===== src/rtl/mem_port_arbiter_pkg.sv =====
`default_nettype none
// ============================================================================
// Module      : mem_port_arbiter_pkg
// Description : Shared definitions for the unified-memory port arbiter.
//               Contains the owner encoding, the FSM state type, the
//               requester bit positions used in one-hot grant vectors, and
//               owner/one-hot conversion helpers.
// Ports       : none (package)
// Revision    : 1.0 - initial release
// ============================================================================
package mem_port_arbiter_pkg;

  // Owner of the read currently in flight.
  localparam logic [1:0] OWN_NONE = 2'd0;
  localparam logic [1:0] OWN_IF   = 2'd1;
  localparam logic [1:0] OWN_LS   = 2'd2;
  localparam logic [1:0] OWN_DBG  = 2'd3;

  // Bit positions inside every {dbg, ls, if} one-hot vector.
  localparam int REQ_IF  = 0;
  localparam int REQ_LS  = 1;
  localparam int REQ_DBG = 2;

  typedef enum logic [0:0] {
    ST_IDLE    = 1'b0,
    ST_WAIT_RD = 1'b1
  } state_t;

  function automatic logic [1:0] onehot_owner(input logic [2:0] oh);
    logic [1:0] own;
    own = OWN_NONE;
    if (oh[REQ_DBG])     own = OWN_DBG;
    else if (oh[REQ_LS]) own = OWN_LS;
    else if (oh[REQ_IF]) own = OWN_IF;
    return own;
  endfunction

  function automatic logic [2:0] owner_onehot(input logic [1:0] own);
    logic [2:0] oh;
    oh = 3'b000;
    case (own)
      OWN_IF:  oh[REQ_IF]  = 1'b1;
      OWN_LS:  oh[REQ_LS]  = 1'b1;
      OWN_DBG: oh[REQ_DBG] = 1'b1;
      default: oh = 3'b000;
    endcase
    return oh;
  endfunction

endpackage
`default_nettype wire


===== src/rtl/mem_arb_pick.sv =====
`default_nettype none
// ============================================================================
// Module      : mem_arb_pick
// Description : Combinational fixed-priority picker, DBG > LS > IF, with a
//               starvation override that puts IF first when asserted.
// Ports       : req_i    [2:0] requests {dbg, ls, if}
//               starve_i       IF starvation flag
//               gnt_o    [2:0] one-hot winner {dbg, ls, if}, 0 if no request
// Revision    : 1.0 - initial release
// ============================================================================
module mem_arb_pick (
  input  logic [2:0] req_i,
  input  logic       starve_i,
  output logic [2:0] gnt_o
);
  import mem_port_arbiter_pkg::*;

  always_comb begin
    gnt_o = 3'b000;
    if (starve_i && req_i[REQ_IF]) gnt_o[REQ_IF]  = 1'b1;
    else if (req_i[REQ_DBG])       gnt_o[REQ_DBG] = 1'b1;
    else if (req_i[REQ_LS])        gnt_o[REQ_LS]  = 1'b1;
    else if (req_i[REQ_IF])        gnt_o[REQ_IF]  = 1'b1;
  end

endmodule
`default_nettype wire


===== src/rtl/mem_port_arbiter.sv =====
`default_nettype none
// ============================================================================
// Module      : mem_port_arbiter
// Description : Shares a single-port memory between instruction fetch (IF),
//               load/store (LS) and debug (DBG). Issues the winning access
//               combinationally in IDLE, waits MEM_LAT cycles for read data,
//               registers it into rdata and pulses the owner's rvalid.
// Ports       : clk, rst_n                      clock, async active-low reset
//               if_req/if_addr -> if_gnt         IF read request / grant
//               if_rvalid                        IF read data valid on rdata
//               ls_req/we/addr/wdata -> ls_gnt   LS request / grant
//               ls_rvalid                        LS load data valid on rdata
//               dbg_* (as LS)                    debug port
//               rdata                            registered shared read data
//               mem_en/we/addr/wdata, mem_rdata  memory macro interface
// Revision    : 1.0 - initial release
// ============================================================================
module mem_port_arbiter #(
  parameter int ADDR_W     = 16,
  parameter int DATA_W     = 16,
  parameter int MEM_LAT    = 1,
  parameter int STARVE_MAX = 4
) (
  input  logic              clk,
  input  logic              rst_n,
  input  logic              if_req,
  input  logic [ADDR_W-1:0] if_addr,
  output logic              if_gnt,
  output logic              if_rvalid,
  input  logic              ls_req,
  input  logic              ls_we,
  input  logic [ADDR_W-1:0] ls_addr,
  input  logic [DATA_W-1:0] ls_wdata,
  output logic              ls_gnt,
  output logic              ls_rvalid,
  input  logic              dbg_req,
  input  logic              dbg_we,
  input  logic [ADDR_W-1:0] dbg_addr,
  input  logic [DATA_W-1:0] dbg_wdata,
  output logic              dbg_gnt,
  output logic              dbg_rvalid,
  output logic [DATA_W-1:0] rdata,
  output logic              mem_en,
  output logic              mem_we,
  output logic [ADDR_W-1:0] mem_addr,
  output logic [DATA_W-1:0] mem_wdata,
  input  logic [DATA_W-1:0] mem_rdata
);
  import mem_port_arbiter_pkg::*;

  localparam int         SC_W     = $clog2(STARVE_MAX + 1);
  localparam logic [2:0] LAT_INIT = 3'(MEM_LAT);

  state_t            state_q, state_d;
  logic [2:0]        lat_q, lat_d;
  logic [SC_W-1:0]   starve_q, starve_d;
  logic [1:0]        owner_q, owner_d;
  logic [DATA_W-1:0] rdata_q, rdata_d;
  logic [2:0]        rvalid_q, rvalid_d;

  logic [2:0]        pick_gnt;
  logic [2:0]        gnt;
  logic              starve_sat;
  logic              issue_we;
  logic [ADDR_W-1:0] issue_addr;
  logic [DATA_W-1:0] issue_wdata;

  assign starve_sat = (starve_q == SC_W'(STARVE_MAX));

  mem_arb_pick u_pick (
    .req_i    ({dbg_req, ls_req, if_req}),
    .starve_i (starve_sat),
    .gnt_o    (pick_gnt)
  );

  always_comb begin
    state_d     = state_q;
    lat_d       = lat_q;
    starve_d    = starve_q;
    owner_d     = owner_q;
    rdata_d     = rdata_q;
    rvalid_d    = 3'b000;
    gnt         = 3'b000;
    issue_we    = 1'b0;
    issue_addr  = '0;
    issue_wdata = '0;
    case (state_q)
      ST_IDLE: begin
        if (|pick_gnt) begin
          gnt = pick_gnt;
          if (pick_gnt[REQ_DBG]) begin
            issue_we    = dbg_we;
            issue_addr  = dbg_addr;
            issue_wdata = dbg_wdata;
          end else if (pick_gnt[REQ_LS]) begin
            issue_we    = ls_we;
            issue_addr  = ls_addr;
            issue_wdata = ls_wdata;
          end else begin
            issue_addr  = if_addr;
          end
          // Writes complete in the issue cycle; only reads occupy the port.
          if (!issue_we) begin
            state_d = ST_WAIT_RD;
            lat_d   = LAT_INIT;
            owner_d = onehot_owner(pick_gnt);
          end
          // Only a loss while IF is actually waiting counts as starvation.
          if (pick_gnt[REQ_IF]) begin
            starve_d = '0;
          end else if (if_req && !starve_sat) begin
            starve_d = starve_q + SC_W'(1);
          end
        end
      end
      ST_WAIT_RD: begin
        lat_d = lat_q - 3'd1;
        // lat_q==1 is cycle T+MEM_LAT: memory data is valid now.
        if (lat_q == 3'd1) begin
          rdata_d  = mem_rdata;
          rvalid_d = owner_onehot(owner_q);
          state_d  = ST_IDLE;
        end
      end
      default: state_d = ST_IDLE;
    endcase
  end

  always_ff @(posedge clk or negedge rst_n) begin
    if (!rst_n) begin
      state_q  <= ST_IDLE;
      lat_q    <= 3'd0;
      starve_q <= '0;
      owner_q  <= OWN_NONE;
      rdata_q  <= '0;
      rvalid_q <= 3'b000;
    end else begin
      state_q  <= state_d;
      lat_q    <= lat_d;
      starve_q <= starve_d;
      owner_q  <= owner_d;
      rdata_q  <= rdata_d;
      rvalid_q <= rvalid_d;
    end
  end

  assign if_gnt     = gnt[REQ_IF];
  assign ls_gnt     = gnt[REQ_LS];
  assign dbg_gnt    = gnt[REQ_DBG];
  assign if_rvalid  = rvalid_q[REQ_IF];
  assign ls_rvalid  = rvalid_q[REQ_LS];
  assign dbg_rvalid = rvalid_q[REQ_DBG];
  assign rdata      = rdata_q;
  assign mem_en     = |gnt;
  assign mem_we     = issue_we;
  assign mem_addr   = issue_addr;
  assign mem_wdata  = issue_wdata;

endmodule
`default_nettype wire


===== config.mk =====
export PLATFORM = sky130hd
export DESIGN_NAME = mem_port_arbiter
export DESIGN_NICKNAME = d
export VERILOG_FILES = /design/src/rtl/mem_port_arbiter_pkg.sv /design/src/rtl/mem_arb_pick.sv /design/src/rtl/mem_port_arbiter.sv
export SDC_FILE = /design/constraint.sdc
export NUM_CORES = 1
export LEC_CHECK = 0
export ABC_AREA = 1
export CAP_MARGIN = 15
export CORE_MARGIN = 2
export CORE_UTILIZATION = 37
export CTS_CLUSTER_SIZE = 24
export DETAILED_ROUTE_END_ITERATION = 10
export HOLD_SLACK_MARGIN = 0.03
export PLACE_DENSITY = 0.85
export SLEW_MARGIN = 10
export SYNTH_ARGS = -nofsm -noshare
export SYNTH_HDL_FRONTEND = slang
export SYNTH_SLANG_ARGS = --single-unit

===== constraint.sdc =====
create_clock -name clk -period 4.49 [get_ports clk]
set_input_delay 0.6735 -clock clk [delete_from_list [all_inputs] [get_ports clk]]
set_output_delay 0.6735 -clock clk [all_outputs]
set_load 0.02 [all_outputs]

==> Slide: Implementation Results, run 1 <==
Run Summary

Placed design
  – Placed Area: 3640 um2
  – Setup WS pre-CTS: 1.06 ns
  – Gpl congestion: 0.876
  – PortBufs: 158

Final layout
  – Share of cells above drive strength 1: 9.91%
  – Nets@finish: 543
  – Non-Filler Instances: 506
  – # diodes: 0

Timing
  – Cycle use final: 76.3%
  – Total negative slack: 0 ns
  – Minimum clock period: 3.43 ns
  – Fin. Hold Viols: 0
  – Worst slew pin tran: 0.375 ns
  – Setup violators final: 0
  – Max-slew headroom: 75.0%
  – Final worst slack: 1.06 ns

Clocking
  – Sink Count: 28
  – Clock edge transition at the registers on the reported setup and hold paths: 0.09 ns
  – Post-CTS Setup Bufs: 0
  – Clk root buf: clkbuf_8
  – Clock Path Buffers: 2

Yosys
  – Area leader, netlist: dfrtp_1
  – Largest cells by area: dfrtp_1, nand2_1, nor2_1, nand3_1, inv_1
  – Synth logic family: simple AND/OR/NAND/NOR gates
  – Yosys aoi share: 5.18%
  – Registers, synthesis: 28
  – Post-synth ARST share: 100%
  – Distinct lib cells: 27
  – Yosys cell count: 284
  – Synth Seq Share: 33.7%
  – YS chip area: 2080 um2
  – Top-area cell share: 33.7%
  – Simple share: 36.1%

Routing
  – Drc violations: 0
  – Iteration-0 DRC Markers: 107
  – Wire length on met2: 3390 um
  – M1 wire length: 2640 um
  – Via-per-instance ratio: 4.64
  – Met3 wire length: 446 um
  – Routed wire length: 6680 um
  – Uppermost routed layer: met4
  – Post-DR wirelength/cell: 13.2 um
  – DRT Pass-1 Iters: 5

Run status
  – Status: complete, no violations

Floorplanning
  – Chip area: 6230 um2
  – Chip width: 78.9 um

Pwr
  – Overall Power: 1.74 mW
  – Worst vdd ir: 0.386 mV
  – NetSw: 0.724 mW
  – Lkg Pwr: 1.71 nW
  – P_clk: 0.131 mW

GRT
  – Initial antenna violation count: 0
  – Vias in the first global route: 2272
  – First-pass GRT wire length: 10600 um

Critical path
  – CP required: 3.82 ns
  – Arr. time, crit path: 2.75 ns
  – Crit. End Element: output port
  – Worst-path fanout max: 34

Flow run
  – Max-cap violation count: 0
## run 1: critical path, stage by stage
cell	delay, ns
clkdlybuf4s50_1	0.50
nand3_4	0.17
nand2_4	0.21
inv_2	0.29
nand2_1	0.08
a21oi_1	0.17
clkdlybuf4s50_1	0.65
## run 1: layout by cell type (no fill, tap or decap), types with 2 or more instances in the layout
cell type        synthesis  layout
clkdlybuf4s50_1          0     158
nand2_1                 83      83
nor2_1                  37      37
inv_1                   29      29
dfrtp_1                 28      28
nand3_1                 25      25
a21oi_1                 17      17
nand2_2                 10      10
mux2_2                   9       9
mux2_4                   7       7
nand2_4                  4       4
ha_1                     4       4
inv_2                    3       3
nor3_1                   3       3
o21ai_0                  3       3
clkbuf_8                 0       3
nor2_2                   2       2
## run 1: path summary, 6_finish.rpt
check | from | endpoint | slack (ns) | cells after the start
max in group asynchronous | rst_n | rvalid_q[1] | 3.46 | 2
worst min register to register | owner_q[1] | rvalid_q[0] | 0.43 | 1
worst max-delay path | if_req | mem_wdata[4] | 1.06 | 7
worst max register to register | state_q | owner_q[0] | 3.00 | 6
worst min-delay path | owner_q[1] | rvalid_q[0] | 0.43 | 1
min in group asynchronous | rst_n | rdata[0] | 0.77 | 2
## run 1: area by class of cell
class | count | area, um2
inverters | 33 | 129
repair buffers | 159 | 1590
well taps | 72 | 90.1
flip-flops and latches | 28 | 701
fillers | 497 | 1790
multi-input cells | 211 | 1130
clock buffers | 3 | 41.3
## run 1: metal layers
metal  GRT usage, %  up-vias
met3           5.34       16
li1               -     1183
met5              0        -
met4           6.90        0
met2           37.6       88
met1           25.0     1060
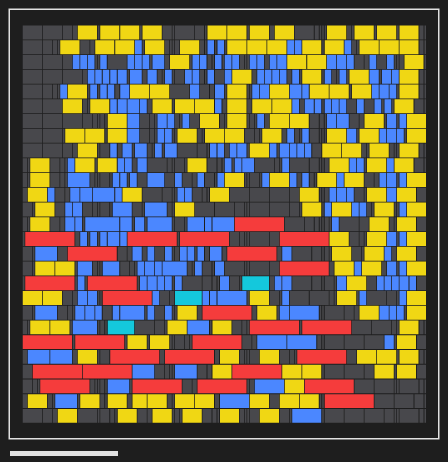
*Cells coloured by class, run 1*
Bar = 20 um. Fill, decap, tap and diode cells in grey.
[red] registers | cells: 28
[blue] remaining logic cells | cells: 244
[cyan] clock-net drivers | cells: 3
[yellow] remaining buffers and delay cells | cells: 159
Final Instance Area: 3680 um2
flop share of the area: 19.0%
num rows: 27
Core Util, Final: 67.3%

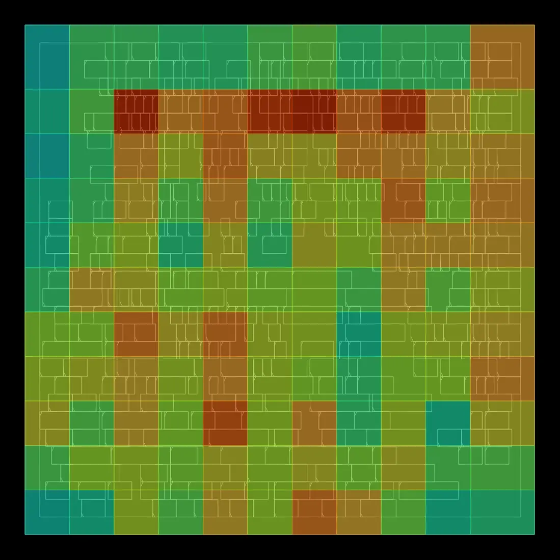
*Routing congestion, run 1*
met3 Use GR: 5.34%
Total GRT Usage: 21.2%
met2 Use GR: 37.6%
grt peak-use layer: met2

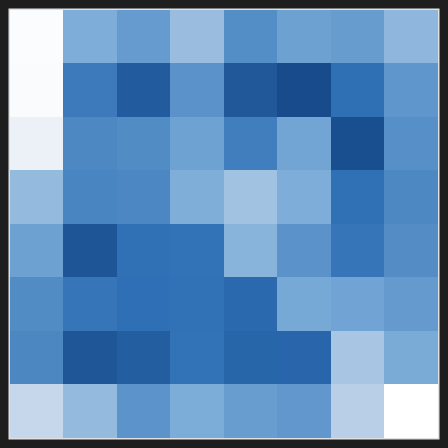
*Local utilization, run 1*
The die is cut into 8 by 8 equal tiles; white is low, dark blue is high, 0 to 100% covered.
tiles over 75% full: 16%
mean over tiles: 58%
nearly empty tiles: 3.1%
fullest tile: 89%
core area: 5470 um2
Floorplan Utilization: 38.0%

==> inputs of run 2 (changes only) <==
--- a/config.mk
+++ b/config.mk
@@ -8,11 +8,11 @@
 export ABC_AREA = 1
 export CAP_MARGIN = 15
 export CORE_MARGIN = 2
-export CORE_UTILIZATION = 37
+export CORE_UTILIZATION = 31
 export CTS_CLUSTER_SIZE = 24
 export DETAILED_ROUTE_END_ITERATION = 10
 export HOLD_SLACK_MARGIN = 0.03
-export PLACE_DENSITY = 0.85
+export PLACE_DENSITY = 0.76
 export SLEW_MARGIN = 10
 export SYNTH_ARGS = -nofsm -noshare
 export SYNTH_HDL_FRONTEND = slang
==> constraint.sdc (replaced) <==
create_clock -name clk -period 3.1 [get_ports clk]
set_input_delay 0.465 -clock clk [delete_from_list [all_inputs] [get_ports clk]]
set_output_delay 0.465 -clock clk [all_outputs]
set_load 0.02 [all_outputs]
==> Slide: Implementation Results, run 2 <==
Run Summary

Run status
  – Status: complete, but fails checks
  – Failing checks: DRC

Floorplanning
  – Floorplan Utilization: 32.4% (-5.6 points)
  – Chip area: 7380 um2 (+18%)

GRT
  – First-pass GRT wire length: 10200 um (-4.4%)
  – Total GRT Usage: 16.9% (-4.3 points)
  – Vias in the first global route: 2135 (-6.0%)

Critical path
  – Worst-path fanout max: 32 (-5.9%)
  – Crit. End Element: output port
  – Arr. time, crit path: 2.45 ns (-0.30 ns)
  – Worst-path cell chain: clkdlybuf4s50_1 -> nor2_2 -> nand2_4 -> inv_6 -> nand2_1 -> nand3_1 -> nand2_1 -> inv_1 -> clkdlybuf4s50_1
  – Worst path bufs/invs: 4 (+1)
  – CP required: 2.63 ns (-1.19 ns)
  – R2R Path Start: state_q
  – Critical path origin: dbg_req
  – CP max-delay cell: clkdlybuf4s50_1
  – Top cell family by delay on the critical path: buffers and inverters

Yosys
  – Area leader, netlist: dfrtp_1
  – Registers, synthesis: 28 (unchanged)
  – Yosys cell count: 284 (unchanged)
  – Largest cells by area: dfrtp_1, nand2_1, nor2_1, nand3_1, inv_1
  – Top-area cell share: 33.7% (unchanged)
  – Post-synth ARST share: 100% (unchanged)

Routing
  – Drc violations: 11 (+11)
  – DRT Pass-1 Iters: 7 (+2)
  – Post-DR wirelength/cell: 13.0 um (-1.5%)
  – Iteration-0 DRC Markers: 88 (-18%)
  – Via-per-instance ratio: 4.50 (-3.0%)
  – Routed wire length: 6690 um (about the same)

Placed design
  – Placed Area: 3660 um2 (+0.58%)
  – PortBufs: 158 (unchanged)
  – Gpl congestion: 0.846 (-3.4%)
  – Setup WS pre-CTS: 0.103 ns (-0.958 ns)

Clocking
  – Clock Path Buffers: 2 (unchanged)
  – Clk root buf: clkbuf_8
  – Sink Count: 28 (unchanged)
  – Clock edge transition at the registers on the reported setup and hold paths: 0.09 ns (about the same)

Timing
  – Fin. Hold Viols: 0 (unchanged)
  – Cycle use final: 94.1%
  – Max-slew headroom: 74.3% (-0.74 points)
  – Total negative slack: 0 ns (unchanged)

Final layout
  – Final Instance Area: 3720 um2 (+1.0%)
  – Register area: 701 um2 (unchanged)
  – Share of cells above drive strength 1: 10.5% (+0.62 points)
  – Layout fillers: 605 (+22%)
  – Top cells excl fill/tap: clkdlybuf4s50_1, nand2_1, nor2_1, inv_1, dfrtp_1
  – # diodes: 0 (unchanged)
  – Nets@finish: 545 (+0.37%)

Pwr
  – Overall Power: 2.55 mW (+47%)
  – Worst vdd ir: 0.475 mV (+23%)

Flow run
  – Max-cap violation count: 0 (unchanged)
==> run 2: logic make-up after synthesis <==
logic type / Yosys count / share of synthesized area [%]
adder cells (fa/ha/maj): 4 / 2.41
flip-flops: 28 / 33.7
XOR/XNOR: 2 / 0.843
AND/OR/NAND/NOR: 168 / 36.1
buffers and inverters: 45 / 11.8
AND-OR/OR-AND: 21 / 5.18
multiplexers: 16 / 9.93
==> run 2: final timing paths <==
path                           endpoint  slack (ns)  depth (start not counted)
max                        mem_addr[15]        0.18                          9
min                         rvalid_q[0]        0.44                          1
max reg2reg                  owner_q[0]        1.62                          6
min reg2reg                 rvalid_q[0]        0.44                          1
max in group asynchronous      rdata[1]        2.26                          2
min in group asynchronous      rdata[8]        0.57                          2
==> run 2: power breakdown <==
group          switching [mW]  total, mW  internal [mW]
Combinational           0.841       1.68          0.843
Sequential              0.104      0.641          0.538
Clock                   0.109      0.222          0.114
==> run 2: routing by layer <==
metal	up-vias	GRT usage (%)	part of all wire (%)
li1	1187	-	-
met1	1047	20.2	39
met2	72	31.9	54
met3	6	3.46	6.4
met4	0	1.73	0.40
met5	-	0	0
==> run 2: final cells by class <==
cell class / instances / share of cell area [%]
timing repair buffer: 161 / 43.1
multi-input combinational: 211 / 30.4
sequential: 28 / 18.8
inverter: 33 / 3.53
tap: 77 / 2.59
clock buffer: 4 / 1.48
==> run 2: metrics by stage <==
stage | hold WS, ns | instances
6_report | 0.435 | 514
3_3_place_gp | 0.413 | 510
3_5_place_dp | 0.423 | 510
5_1_grt | 0.457 | 514
4_1_cts | 0.436 | 514
2_1_floorplan | 0.169 | 284
==> run 2: repair_timing <==
item                       4_1_cts  5_1_grt
resized                          0        2
setup endpoints to repair        0       11
buffers inserted                 0        0
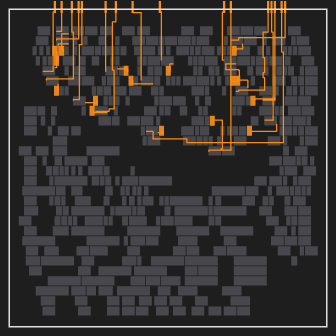
*Nets reached from selected ports, run 2*
[orange] dbg_addr | bits: 16 | direction: input | end cells: 16 | buffers: 16 | wire: 520 um

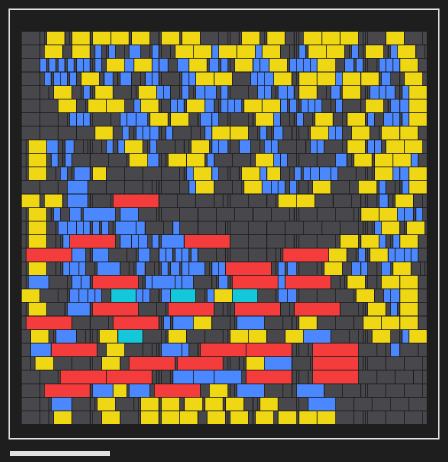
*Cells coloured by class, run 2*
Bar = 20 um. Fill, decap, tap and diode cells in grey.
[blue] remaining logic cells | cells: 244
[red] registers | cells: 28
[yellow] remaining buffers and delay cells | cells: 161
[cyan] clock drivers and dummy loads | cells: 4
num rows: 29
flop share of the area: 18.8%
core area: 6420 um2

==> inputs of run 3 (changes only) <==
--- a/config.mk
+++ b/config.mk
@@ -6,7 +6,6 @@
 export NUM_CORES = 1
 export LEC_CHECK = 0
 export ABC_AREA = 1
-export CAP_MARGIN = 15
 export CORE_MARGIN = 2
 export CORE_UTILIZATION = 31
 export CTS_CLUSTER_SIZE = 24
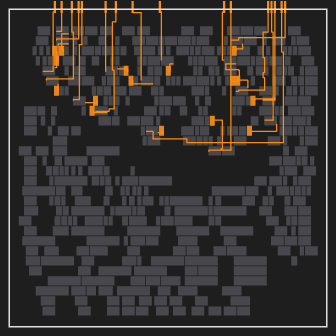
*Nets reached from selected ports, run 3*
[orange] dbg_addr | bits: 16 | direction: input | end cells: 16 | buffers: 16 | wire: 520 um

==> Slide: Implementation Results, run 3 <==
Run Summary

Pwr
  – NetSw: 1.05 mW (unchanged)
  – Internal power: 1.49 mW (unchanged)
  – Worst vdd ir: 0.475 mV (unchanged)
  – Sw Ratio: 41.4% (unchanged)
  – Max power group: combinational cells
  – Combinational power share: 66.1% (about the same)
  – Clock share of power: 8.7% (about the same)
  – Seq pwr: 0.641 mW (about the same)
  – Combinational cell power: 1.68 mW (about the same)
  – P_clk: 0.222 mW (about the same)
  – Power per cell area: 685 nW/um2
  – Seq pwr share: 25.2% (about the same)

Routing
  – Routed wire length: 6690 um (unchanged)
  – Via-per-instance ratio: 4.50 (unchanged)
  – DRT Pass-1 Iters: 7 (unchanged)
  – Drc violations: 11 (unchanged)
  – Iteration-0 DRC Markers: 88 (unchanged)
  – Post-DR wirelength/cell: 13.0 um (unchanged)

Timing
  – Tightest hold margin: 0.435 ns (unchanged)
  – Total negative slack: 0 ns (unchanged)
  – Clock skew: 0.000768 ns
  – Final worst slack: 0.184 ns
  – Cycle use final: 94.1% (unchanged)
  – Fin. Hold Viols: 0 (unchanged)
  – Max-slew headroom: 74.3% (unchanged)
  – Minimum clock period: 2.92 ns

Final layout
  – Top cells excl fill/tap: clkdlybuf4s50_1, nand2_1, nor2_1, inv_1, dfrtp_1
  – # diodes: 0 (unchanged)
  – Max reg flops: 16
  – Non-Filler Instances: 514 (unchanged)
  – Final Instance Area: 3720 um2 (unchanged)
  – Share of cells above drive strength 1: 10.5% (unchanged)
  – Nets@finish: 545 (unchanged)

Clocking
  – Clk root buf: clkbuf_8
  – Clk Latency, worst-skew pair: 0.27 ns
  – Clock Path Buffers: 2 (unchanged)
  – Sink Count: 28 (unchanged)
  – Resized Gates After CTS: 0 (unchanged)
  – Clock edge transition at the registers on the reported setup and hold paths: 0.09 ns (about the same)
  – TritonCTS clock tree: yes
  – Post-CTS Setup Bufs: 0 (unchanged)

Yosys
  – Post-synth ARST share: 100% (unchanged)
  – Commonest cells in the netlist: nand2_1, nor2_1, inv_1
  – Registers, synthesis: 28 (unchanged)
  – Area leader, netlist: dfrtp_1
  – YS chip area: 2080 um2
  – Mapped Area: 2080 um2
  – Top-area cell share: 33.7% (unchanged)
  – Yosys cell count: 284 (unchanged)
  – Synth Flop Type: dfrtp_1
  – Largest cells by area: dfrtp_1, nand2_1, nor2_1, nand3_1, inv_1
  – Mapped Cells: 284

Critical path
  – Flop-to-flop setup slack: 1.62 ns (about the same)
  – Startpoint Class: input port
  – Setup crit end: mem_addr[15]
  – Worst-path cell chain: clkdlybuf4s50_1 -> nor2_2 -> nand2_4 -> inv_6 -> nand2_1 -> nand3_1 -> nand2_1 -> inv_1 -> clkdlybuf4s50_1
  – CP required: 2.63 ns (about the same)
  – Slowest stage delay, CP: 0.59 ns
  – Arr. time, crit path: 2.45 ns (about the same)
  – CP max-delay cell: clkdlybuf4s50_1
  – Crit path kind: input port to output port
  – FF-to-FF End: owner_q[0]
  – Crit. End Element: output port
  – Worst-path fanout max: 32 (unchanged)
  – R2R Path Start: state_q
  – Critical path origin: dbg_req
  – Worst r2r path cells: 6 (unchanged)

GRT
  – First-pass GRT wire length: 10200 um (unchanged)
  – Vias in the first global route: 2135 (unchanged)
  – Initial antenna violation count: 0
  – Total GRT Usage: 16.9% (unchanged)

Placed design
  – Placed instance count: 510 (unchanged)
  – Gpl congestion: 0.846 (unchanged)
  – Setup WS pre-CTS: 0.103 ns (unchanged)
  – Placed Area: 3660 um2 (unchanged)
  – PortBufs: 158 (unchanged)

Floorplanning
  – Total I/O pin count: 159
  – Num rows: 29 (unchanged)
  – Floorplan Utilization: 32.4% (unchanged)
  – Chip area: 7380 um2 (unchanged)
  – Core area: 6420 um2 (unchanged)

Flow run
  – Max-cap violation count: 0 (unchanged)

Run status
  – Status: complete, but fails checks
  – Failing checks: DRC
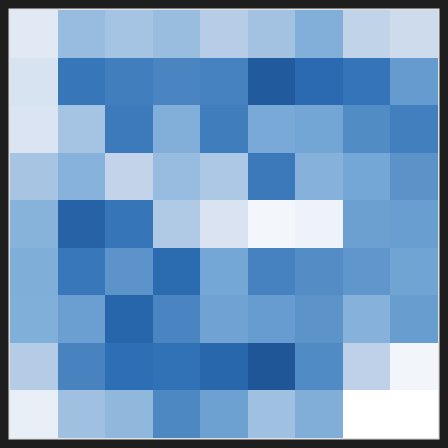
*Local utilization, run 3*
The die is cut into 9 by 9 equal tiles; white is low, dark blue is high, 0 to 100% covered.
tiles over 75% full: 9.9%
emptiest ninth of the die: south-east
nearly empty tiles: 2.5%
fullest tile: 85%

run 3: cell counts in the layout (fill, tap and decap cells not counted):
No cell type changed its count.
run 3: worst min-delay path by stage:
stage | endpoint | start | depth (start not counted) | slack, ns
CTS | rvalid_q[0] | owner_q[1] | 1 | 0.44
global placement | rvalid_q[0] | owner_q[1] | 1 | 0.41
detailed placement | rvalid_q[0] | owner_q[1] | 1 | 0.42
global route | rvalid_q[0] | owner_q[1] | 1 | 0.46
finish | rvalid_q[0] | owner_q[1] | 1 | 0.44
floorplan | lat_q[0] | rst_n | 0 | 0.17
run 3: layout make-up:
type	count	area (um2)
fillers	605	2700
repair buffers	161	1600
multi-input cells	211	1130
flip-flops and latches	28	701
inverters	33	131
well taps	77	96.3
clock buffers	4	55.1
run 3: per-stage QoR:
step | power [mW] | utilization (%)
CTS | 2.58 | 57.9
detailed placement | 2.34 | 57.0
floorplan | 1.64 | -
global placement | 2.32 | 57.0
global route | 2.72 | 57.9
finish | 2.55 | 57.9
run 3: critical path: cells and delay by family:
kind / cells / cell delay [ns]
buffers and inverters: 4 / 1.39
AND/OR/NAND/NOR: 5 / 0.57
run 3: logic make-up after synthesis:
| kind of cell | after synthesis | share of synthesized area (%) |
|---|---|---|
| flops | 28 | 33.7 |
| simple gates | 168 | 36.1 |
| buf+inv | 45 | 11.8 |
| xor+xnor | 2 | 0.843 |
| mux | 16 | 9.93 |
| fa+ha+maj | 4 | 2.41 |
| compound gates | 21 | 5.18 |
run 3: layer usage:
layer	vias to the layer above	global-route usage (%)	wire [um]
met3	6	3.46	429
met1	1047	20.2	2640
met2	72	31.9	3590
met4	0	1.73	27
li1	1187	-	-
met5	-	0	0
Power and IR drop assume default switching activity.
